[src/rtl/usb_device_protocol.sv]
// usb_device_protocol
//   Device-side USB transaction responder. Decodes host tokens addressed to
//   DEV_ADDR/ENDP, accepts OUT data and answers ACK/NAK, and answers IN tokens
//   with the application payload, retrying on NAK/timeout up to MAX_RETRY sends.
//
// Ports
//   clk, rst_b        clock, synchronous active-low reset
//   pktInDC[98:0]     decoded host packet (sync, token/handshake word, data field)
//   validDC           packet passed CRC/format checks (qualified by pktInAvailDC)
//   pktInAvailDC      one-cycle strobe: new packet on pktInDC
//   readyEC           encoder can accept pktOut
//   pktOut[98:0]      packet to encoder, stable while pktOutAvail
//   pktOutAvail       pktOut valid, held until readyEC
//   txData[63:0]      IN payload from application
//   txDataValid       txData loaded
//   rxReady           application can accept an OUT payload
//   rxData[63:0]      last accepted OUT payload
//   rxDataValid       pulse: ACK for new rxData has been handed to the encoder
//   txDone            pulse: host ACKed IN data
//   txFail            pulse: IN abandoned after MAX_RETRY sends
//   busy              FSM not in Idle
//
// The result pulses (rxDataValid, txDone, txFail) are registered, so they
// appear in the cycle following the edge that completes the transaction.
module usb_device_protocol #(
  parameter logic [6:0] DEV_ADDR  = 7'd5,
  parameter logic [3:0] ENDP      = 4'd4,
  parameter logic [7:0] DATA_PID  = 8'hC3,
  parameter int         TIMEOUT   = 255,
  parameter int         MAX_RETRY = 8
) (
  input  logic        clk,
  input  logic        rst_b,
  input  logic [98:0] pktInDC,
  input  logic        validDC,
  input  logic        pktInAvailDC,
  input  logic        readyEC,
  output logic [98:0] pktOut,
  output logic        pktOutAvail,
  input  logic [63:0] txData,
  input  logic        txDataValid,
  input  logic        rxReady,
  output logic [63:0] rxData,
  output logic        rxDataValid,
  output logic        txDone,
  output logic        txFail,
  output logic        busy
);

  localparam int TW = ($clog2(TIMEOUT + 1) > 8) ? $clog2(TIMEOUT + 1) : 8;
  localparam int RW = $clog2(MAX_RETRY + 1);
  localparam logic [TW-1:0] TIMEOUT_V   = TW'(TIMEOUT);
  localparam logic [TW-1:0] TIMER_MAX   = '1;
  localparam logic [RW-1:0] MAX_RETRY_V = RW'(MAX_RETRY);
  localparam logic [18:0]   ACK_WORD    = 19'h00A58;
  localparam logic [18:0]   NAK_WORD    = 19'h00A50;
  localparam logic [98:0]   ACK_PKT     = {8'h01, ACK_WORD, 72'd0};
  localparam logic [98:0]   NAK_PKT     = {8'h01, NAK_WORD, 72'd0};

  typedef enum logic [2:0] {
    IDLE, RX_DATA, SEND_ACK, SEND_NAK, SEND_DATA, WAIT_HS
  } state_t;

  state_t        state;
  logic [TW-1:0] timer;
  logic [RW-1:0] retry;

  logic pkt_ok, addr_hit, is_out, is_in, data_ok, ack_ok, timed_out, xfer;

  assign pkt_ok    = pktInAvailDC && validDC;
  assign addr_hit  = (pktInDC[82:76] == DEV_ADDR) && (pktInDC[75:72] == ENDP);
  assign is_out    = pkt_ok && addr_hit && (pktInDC[90:87] == 4'b1000);
  assign is_in     = pkt_ok && addr_hit && (pktInDC[90:87] == 4'b1001);
  assign data_ok   = pkt_ok && (pktInDC[90:83] == DATA_PID);
  assign ack_ok    = pkt_ok && (pktInDC[90:72] == ACK_WORD);
  assign timed_out = (timer == TIMEOUT_V);
  assign xfer      = pktOutAvail && readyEC;
  assign busy      = (state != IDLE);

  always_ff @(posedge clk) begin
    if (!rst_b) begin
      state       <= IDLE;
      pktOut      <= '0;
      pktOutAvail <= 1'b0;
      rxData      <= '0;
      rxDataValid <= 1'b0;
      txDone      <= 1'b0;
      txFail      <= 1'b0;
      timer       <= '0;
      retry       <= '0;
    end else begin
      rxDataValid <= 1'b0;
      txDone      <= 1'b0;
      txFail      <= 1'b0;
      case (state)
        IDLE: begin
          if (is_out) begin
            state <= RX_DATA;
            timer <= '0;
          end else if (is_in) begin
            pktOutAvail <= 1'b1;
            if (txDataValid) begin
              state  <= SEND_DATA;
              pktOut <= {8'h01, DATA_PID, txData, 19'd0};
              retry  <= '0;
            end else begin
              state  <= SEND_NAK;
              pktOut <= NAK_PKT;
            end
          end
        end
        RX_DATA: begin
          // A packet in the timeout cycle wins over the timeout.
          if (pktInAvailDC) begin
            if (data_ok) begin
              pktOutAvail <= 1'b1;
              if (rxReady) begin
                rxData <= pktInDC[82:19];
                pktOut <= ACK_PKT;
                state  <= SEND_ACK;
              end else begin
                pktOut <= NAK_PKT;
                state  <= SEND_NAK;
              end
            end else begin
              state <= IDLE;
            end
          end else if (timed_out) begin
            state <= IDLE;
          end else if (timer != TIMER_MAX) begin
            timer <= timer + 1'b1;
          end
        end
        SEND_ACK: begin
          if (xfer) begin
            state       <= IDLE;
            pktOutAvail <= 1'b0;
            rxDataValid <= 1'b1;
          end
        end
        SEND_NAK: begin
          if (xfer) begin
            state       <= IDLE;
            pktOutAvail <= 1'b0;
          end
        end
        SEND_DATA: begin
          if (xfer) begin
            state       <= WAIT_HS;
            pktOutAvail <= 1'b0;
            timer       <= '0;
            retry       <= retry + 1'b1;
          end
        end
        WAIT_HS: begin
          // pktOut still holds the data packet, so a retry simply re-raises
          // pktOutAvail with the same latched payload.
          if (pktInAvailDC || timed_out) begin
            if (ack_ok) begin
              state  <= IDLE;
              txDone <= 1'b1;
            end else if (retry < MAX_RETRY_V) begin
              state       <= SEND_DATA;
              pktOutAvail <= 1'b1;
            end else begin
              state  <= IDLE;
              txFail <= 1'b1;
            end
          end else if (timer != TIMER_MAX) begin
            timer <= timer + 1'b1;
          end
        end
        default: begin
          state       <= IDLE;
          pktOutAvail <= 1'b0;
        end
      endcase
    end
  end

endmodule

[config.mk]
export PLATFORM = sky130hd
export DESIGN_NAME = usb_device_protocol
export DESIGN_NICKNAME = d
export VERILOG_FILES = /design/src/rtl/usb_device_protocol.sv
export SDC_FILE = /design/constraint.sdc
export NUM_CORES = 1
export LEC_CHECK = 0
export CAP_MARGIN = 20
export CELL_PAD_IN_SITES_DETAIL_PLACEMENT = 1
export CELL_PAD_IN_SITES_GLOBAL_PLACEMENT = 1
export CORE_AREA = 2 2 181 139
export CTS_CLUSTER_SIZE = 10
export DETAILED_ROUTE_END_ITERATION = 10
export DIE_AREA = 0 0 183 141
export GPL_ROUTABILITY_DRIVEN = 0
export PLACE_DENSITY = 0.78
export SETUP_SLACK_MARGIN = 0.1
export SLEW_MARGIN = 30
export SYNTH_ARGS = -nofsm -noshare
export SYNTH_HDL_FRONTEND = slang
export SYNTH_SLANG_ARGS = --single-unit
[constraint.sdc]
create_clock -name clk -period 2.06 [get_ports clk]
set_input_delay 0.309 -clock clk [delete_from_list [all_inputs] [get_ports clk]]
set_output_delay 0.309 -clock clk [all_outputs]
set_load 0.02 [all_outputs]
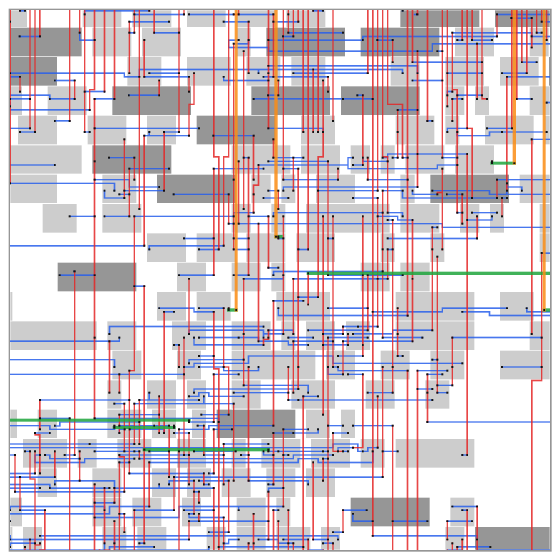
Fig. 1. A small window of the routed layout (run 1).
Region (66, 74) to (116, 124) microns. Cells in grey, sequential cells in the stronger grey; small squares are vias.
| layer | colour |
|---|---|
| met3 | green |
| met2 | red |
| met1 | blue |
| met4 | orange |
netlist names of flops here include: pktOut (8), rxData (5), state (2)
cells with their middle in the window: 142
most frequent: clkdlybuf4s50_1 (25), buf_4 (20), dfxtp_1 (17)
sequential cells in the window: 17

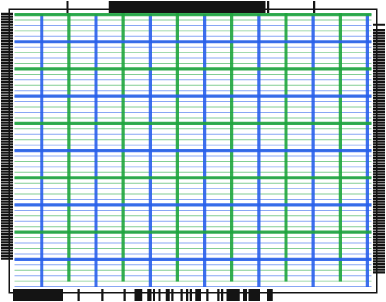
Fig. 2. PDN straps and rails (run 1).
Scale: 2 px per micron. Pins as bars on the die edge.
| net | colour |
|---|---|
| VSS | blue |
| VDD | green |
met1 rails: 51
met5 straps: 10
rows: 50
die width: 183 microns
Core Footprint: 24300 sq um

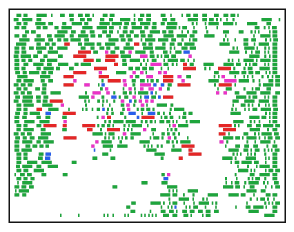
Fig. 3. Cell sizes after repair (run 1).
Scale: 1.5 px per micron.
| size | colour | cells | share | most used |
|---|---|---|---|---|
| drive 3 to 4 | magenta | 50 | 5.3% | buf_4 |
| drive 2 | blue | 19 | 2.0% | o221a_2 |
| drive 1 or less | green | 840 | 89% | clkdlybuf4s50_1 |
| drive 6 and up | red | 40 | 4.2% | clkbuf_16 |
post-route cell area: 9780 sq um
Repair and plain buffers: 331
Area growth syn-to-layout: 72.6%
Worst Slack Setup Final: 97.0 ps

==> results.json, run 1 <==
{
  "first_global_vias": 5679,
  "cts_tree": "done",
  "clock_skew_ps": 13.7,
  "cts_max_level": 4,
  "met1Wirelength_microns": 9030,
  "num_rows": 50,
  "synthArstFlopShare_pct": 0,
  "p_sw_share_pct": 28.2,
  "intPower_uw": 5100,
  "synthCells": 628,
  "avgViaCountPerCell": 4.53,
  "wl_met3_microns": 1810,
  "ys_chip_area_sq_um": 5660,
  "wirelength_microns": 21300,
  "top_cell": "dfxtp_1",
  "syn_area_per_cell_sq_um": 9.02,
  "n_tap_cell": 312,
  "min_from": "pktInDC[78]",
  "status": "finished, final reports clean",
  "enable_flop_cells": 0,
  "synth-main-ff-cell": "dfxtp_1",
  "path_cells": "clkdlybuf4s50_1, or4bb_4, nor4_4, buf_4, nor3_4, buf_12, clkbuf_16, a22o_1",
  "numCtsBuffers": 17,
  "p_leak_uw": 0.00365,
  "seq_area_frac_synth_pct": 52.7,
  "postCtsResizedCells": 12,
  "critPathMaxFanout": 6,
  "largest_reg_flops": 66,
  "power_switching_uw": 2000,
  "worstReg2RegStart": "state[0]$_SDFFE_PN0P_",
  "drt_iter0_drc": 200,
  "grt_usage_pct": 15.6,
  "setup_viol": 0,
  "regMostFlops": "pktOut",
  "slowest_delay_ps": 580,
  "numSynthFlops": 149,
  "mux_area_share_pct": 0.177,
  "wl_per_cell_microns": 16.9,
  "instances_no_fill": 1261,
  "min_period_ps": 1960,
  "root_buffer": "clkbuf_16",
  "combinationalPower_uw": 1170,
  "largest_class": "buffers",
  "top_layer": "met5",
  "fin_util_pct": 40.3,
  "mostFrequentLayoutCell": "clkdlybuf4s50_1",
  "power-top-group": "clock",
  "logic_area_sq_um": 2430,
  "yosys-top-cells-area": "dfxtp_1 (53%), nand2_1 (9.7%), a22o_1 (9.3%), a21oi_1 (7.0%), buf_4 (4.4%)",
  "io_buffer_count": 280,
  "maxCapViolations": 0,
  "synth_warnings": 0,
  "flop-count": 149,
  "worst-endpoint-required_ps": 2370,
  "seqPwrFrac_pct": 41.7,
  "warnings": 56,
  "grt_pass1_wl_microns": 31500,
  "clock_sinks": 149,
  "synth_top_cell_by_area": "dfxtp_1"
}
Fig. 4: run 1, placed standard cells
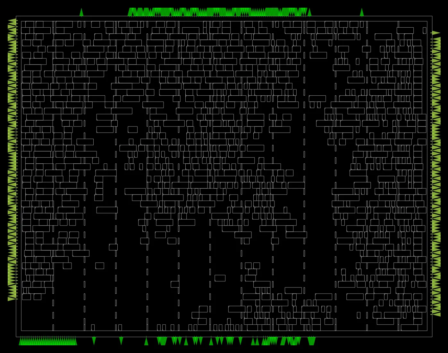

## Run 2: what changed since run 1
CORE_AREA = 2 2 131 133   (was 2 2 181 139)
DIE_AREA = 0 0 133 135   (was 0 0 183 141)
DONT_BUFFER_PORTS = 1   (was unset)
PLACE_DENSITY = 0.68   (was 0.78)
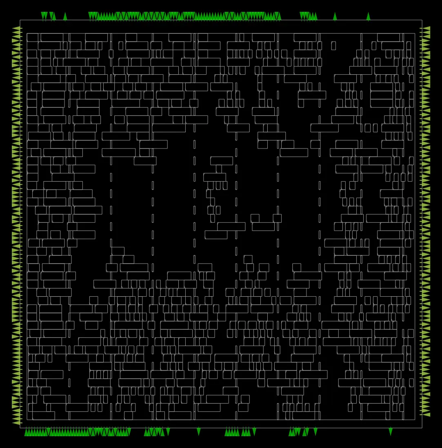
Fig. 5. Placed standard cells (run 2).
fin cells: 916
tap cells: 220
seq_cells: 149
Final Core Density: 43.3%

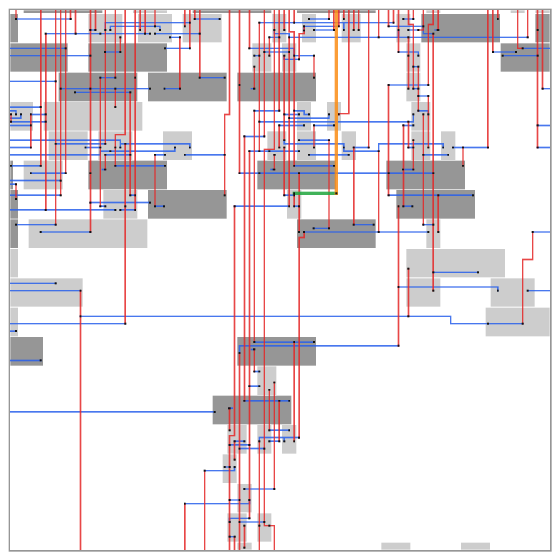
Fig. 6. A small window of the routed layout (run 2).
Region (42, 70) to (92, 120) microns. Cells in grey, sequential cells in the stronger grey; small squares are vias.
| layer | colour |
|---|---|
| met4 | orange |
| met1 | blue |
| met2 | red |
| met3 | green |
most frequent: nand2_1 (17), dfxtp_1 (15), a21oi_1 (9)
netlist names of flops here include: rxData (9), pktOut (6)
sequential cells in the window: 15
cells with their middle in the window: 57

==> run 2 against run 1 <==
Compared with the run above: non-clock buffer count is 253 lower; setup slack gained 85 ps; hold slack got worse by 180 ps; fmax is 4.5% higher; die size fell by 30%; sequential share of layout area increased by 12 points; critical path type is now flip-flop to flip-flop.
==> results.json, run 2 <==
{
  "die_x_microns": 133,
  "seqPwrFrac_pct": 42.0,
  "largest_reg_flops": 66,
  "fin_area_sq_um": 7100,
  "cts_tree": "done",
  "path_cells": "buf_4, nor3_4, inv_1, nor4_2, buf_4, nor3_2, buf_12, a22o_1",
  "cp.buffers_inverters": 4,
  "met3_usage_pct": 8.52,
  "synthCells": 628,
  "maxCapViolations": 0,
  "grt_pass1_wl_microns": 26300,
  "avgViaCountPerCell": 5.22,
  "power-top-group": "clock",
  "enable_flop_cells": 0,
  "num_rows": 47,
  "clock_skew_ps": 10.4,
  "core_sq_um": 16400,
  "ys_chip_area_sq_um": 5660,
  "arrival_ps": 2190,
  "warnings": 54,
  "drt_iter0_drc": 198,
  "first_global_vias": 4871,
  "non_clock_buffer_count": 78,
  "synthArstFlopShare_pct": 0,
  "worstReg2RegStart": "state[2]$_SDFFE_PN0P_",
  "p_sw_share_pct": 27.0,
  "worstRegToRegCells": 8,
  "largest_class": "registers",
  "layout_setup_ws_ps": 182,
  "numSynthFlops": 149,
  "intPower_uw": 5120,
  "yosys-top-cells-area": "dfxtp_1 (53%), nand2_1 (9.7%), a22o_1 (9.3%), a21oi_1 (7.0%), buf_4 (4.4%)",
  "root_buffer": "clkbuf_16",
  "setup_viol": 0,
  "status": "finished, final reports clean",
  "synth_top_cell_by_area": "dfxtp_1",
  "syn_area_per_cell_sq_um": 9.02,
  "numCtsBuffers": 17,
  "logic_area_sq_um": 2410,
  "slowest_delay_ps": 310,
  "postCtsResizedCells": 0,
  "seq_area_frac_synth_pct": 52.7,
  "p_leak_uw": 0.00262,
  "min_from": "txData[44]",
  "synth_warnings": 0,
  "min_period_ps": 1880,
  "met1Wirelength_microns": 6700,
  "cts_max_level": 4,
  "synth-main-ff-cell": "dfxtp_1",
  "mostFrequentLayoutCell": "dfxtp_1",
  "power_switching_uw": 1900,
  "dr_wl_met2_microns": 9180,
  "combinationalPower_uw": 891,
  "mux_area_share_pct": 0.177
}
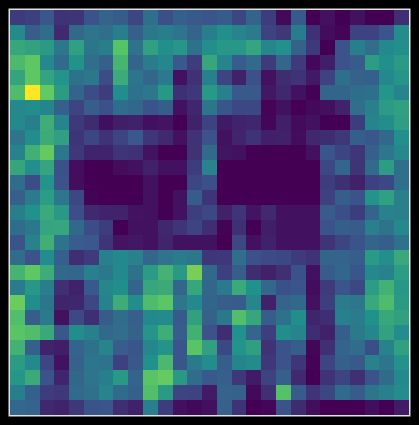
Fig. 7. Wiring heat map (run 2).
Scale: 3 px per micron. 27 x 27 tiles, from dark purple (low) to yellow (high), scaled to the fullest tile. Values are wire area over tile area, all layers added.
emptiest ninth of the die: centre
fullest tile: 0.57
nearly empty tiles: 9.2%
tiles over half the peak: 15%
final WL: 17900 microns
wire length per cell: 19.5 microns
Total GRT Usage: 18.9%
vias after detailed routing: 4783

## Run 3: what changed since run 2
CTS_CLUSTER_DIAMETER = 30   (was unset)
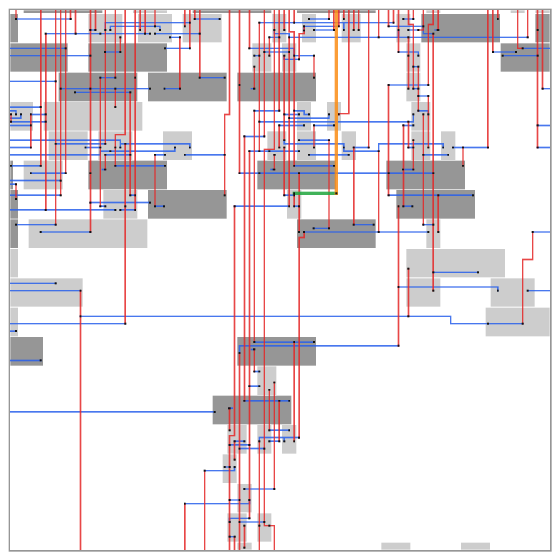
Fig. 8. A small window of the routed layout (run 3).
Region (42, 70) to (92, 120) microns. Cells in grey, sequential cells in the stronger grey; small squares are vias.
| layer | colour |
|---|---|
| met4 | orange |
| met2 | red |
| met3 | green |
| met1 | blue |
most frequent: nand2_1 (17), dfxtp_1 (15), a21oi_1 (9)
sequential cells in the window: 15
netlist names of flops here include: rxData (9), pktOut (6)
cells with their middle in the window: 57

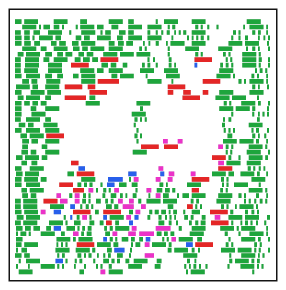
Fig. 9. Cell sizes after repair (run 3).
Scale: 2 px per micron.
| size | colour | cells | share | most used |
|---|---|---|---|---|
| drive 1 or less | green | 607 | 87% | dfxtp_1 |
| drive 3 to 4 | magenta | 37 | 5.3% | buf_4 |
| drive 6 and up | red | 34 | 4.9% | clkbuf_16 |
| drive 2 | blue | 18 | 2.6% | o221a_2 |
Area growth syn-to-layout: 25.3%
Repair and plain buffers: 78
post-route cell area: 7100 sq um

==> run 3 against run 2 <==
Compared with the run above: register-to-register slack is essentially flat; combinational power barely moved; flip-flop count unchanged; setup slack stayed put; first-iteration DRC count is the same; die size did not move; fmax unchanged; wire length did not move; via count stayed put; critical path type unchanged; critical endpoint unchanged.
==> results.json, run 3 <==
{
  "die_x_microns": 133,
  "power_switching_uw": 1900,
  "flop-count": 149,
  "drt_iter0_drc": 198,
  "final-clk-cell-share_pct": 8.64,
  "worstReg2RegStart": "state[2]$_SDFFE_PN0P_",
  "fin_util_pct": 43.3,
  "p_leak_uw": 0.00262,
  "synthCells": 628,
  "p_sw_share_pct": 27.0,
  "numSynthFlops": 149,
  "met3_usage_pct": 8.52,
  "setup_viol": 0,
  "status": "finished, final reports clean",
  "maxCapViolations": 0,
  "fin_crit_sh_pct": 91.2,
  "seq_area_frac_synth_pct": 52.7,
  "yosys-top-cells-area": "dfxtp_1 (53%), nand2_1 (9.7%), a22o_1 (9.3%), a21oi_1 (7.0%), buf_4 (4.4%)",
  "warnings": 54,
  "synth-main-ff-cell": "dfxtp_1",
  "numCtsBuffers": 17,
  "arrival_ps": 2190,
  "avgViaCountPerCell": 5.22,
  "mux_area_share_pct": 0.177,
  "enable_flop_cells": 0,
  "via_count": 4783,
  "min_period_ps": 1880,
  "instances_no_fill": 916,
  "n_tap_cell": 220,
  "path_cells": "buf_4, nor3_4, inv_1, nor4_2, buf_4, nor3_2, buf_12, a22o_1",
  "fp_util_pct": 34.5,
  "wirelength_microns": 17900,
  "mostFrequentLayoutCell": "dfxtp_1",
  "dr_wl_met2_microns": 9180,
  "grt_usage_pct": 18.9,
  "intPower_uw": 5120,
  "synth_warnings": 0,
  "synth_top_cell_by_area": "dfxtp_1",
  "logic_area_sq_um": 2410,
  "ys_chip_area_sq_um": 5660,
  "combinationalPower_uw": 891,
  "slowest_delay_ps": 310,
  "root_buffer": "clkbuf_16",
  "largest_class": "registers",
  "syn_area_per_cell_sq_um": 9.02,
  "met1Wirelength_microns": 6700,
  "first_global_vias": 4871,
  "cp.buffers_inverters": 4,
  "clock_skew_ps": 10.4,
  "cts_max_level": 4,
  "synthArstFlopShare_pct": 0,
  "largest_reg_flops": 66
}
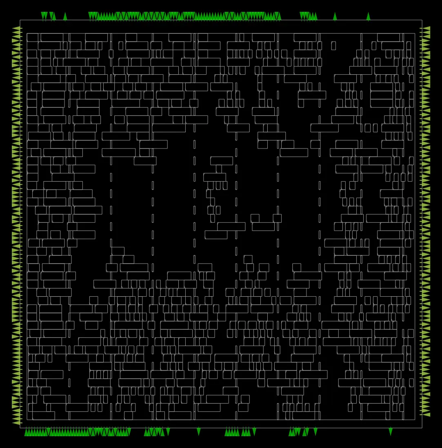
Fig. 10. Placed standard cells (run 3).
Core Footprint: 16400 sq um
Row Count: 47
Filler Cell Count: 1841
Seq/total area: 42.0%

Power is estimated from default activity; no workload was simulated.
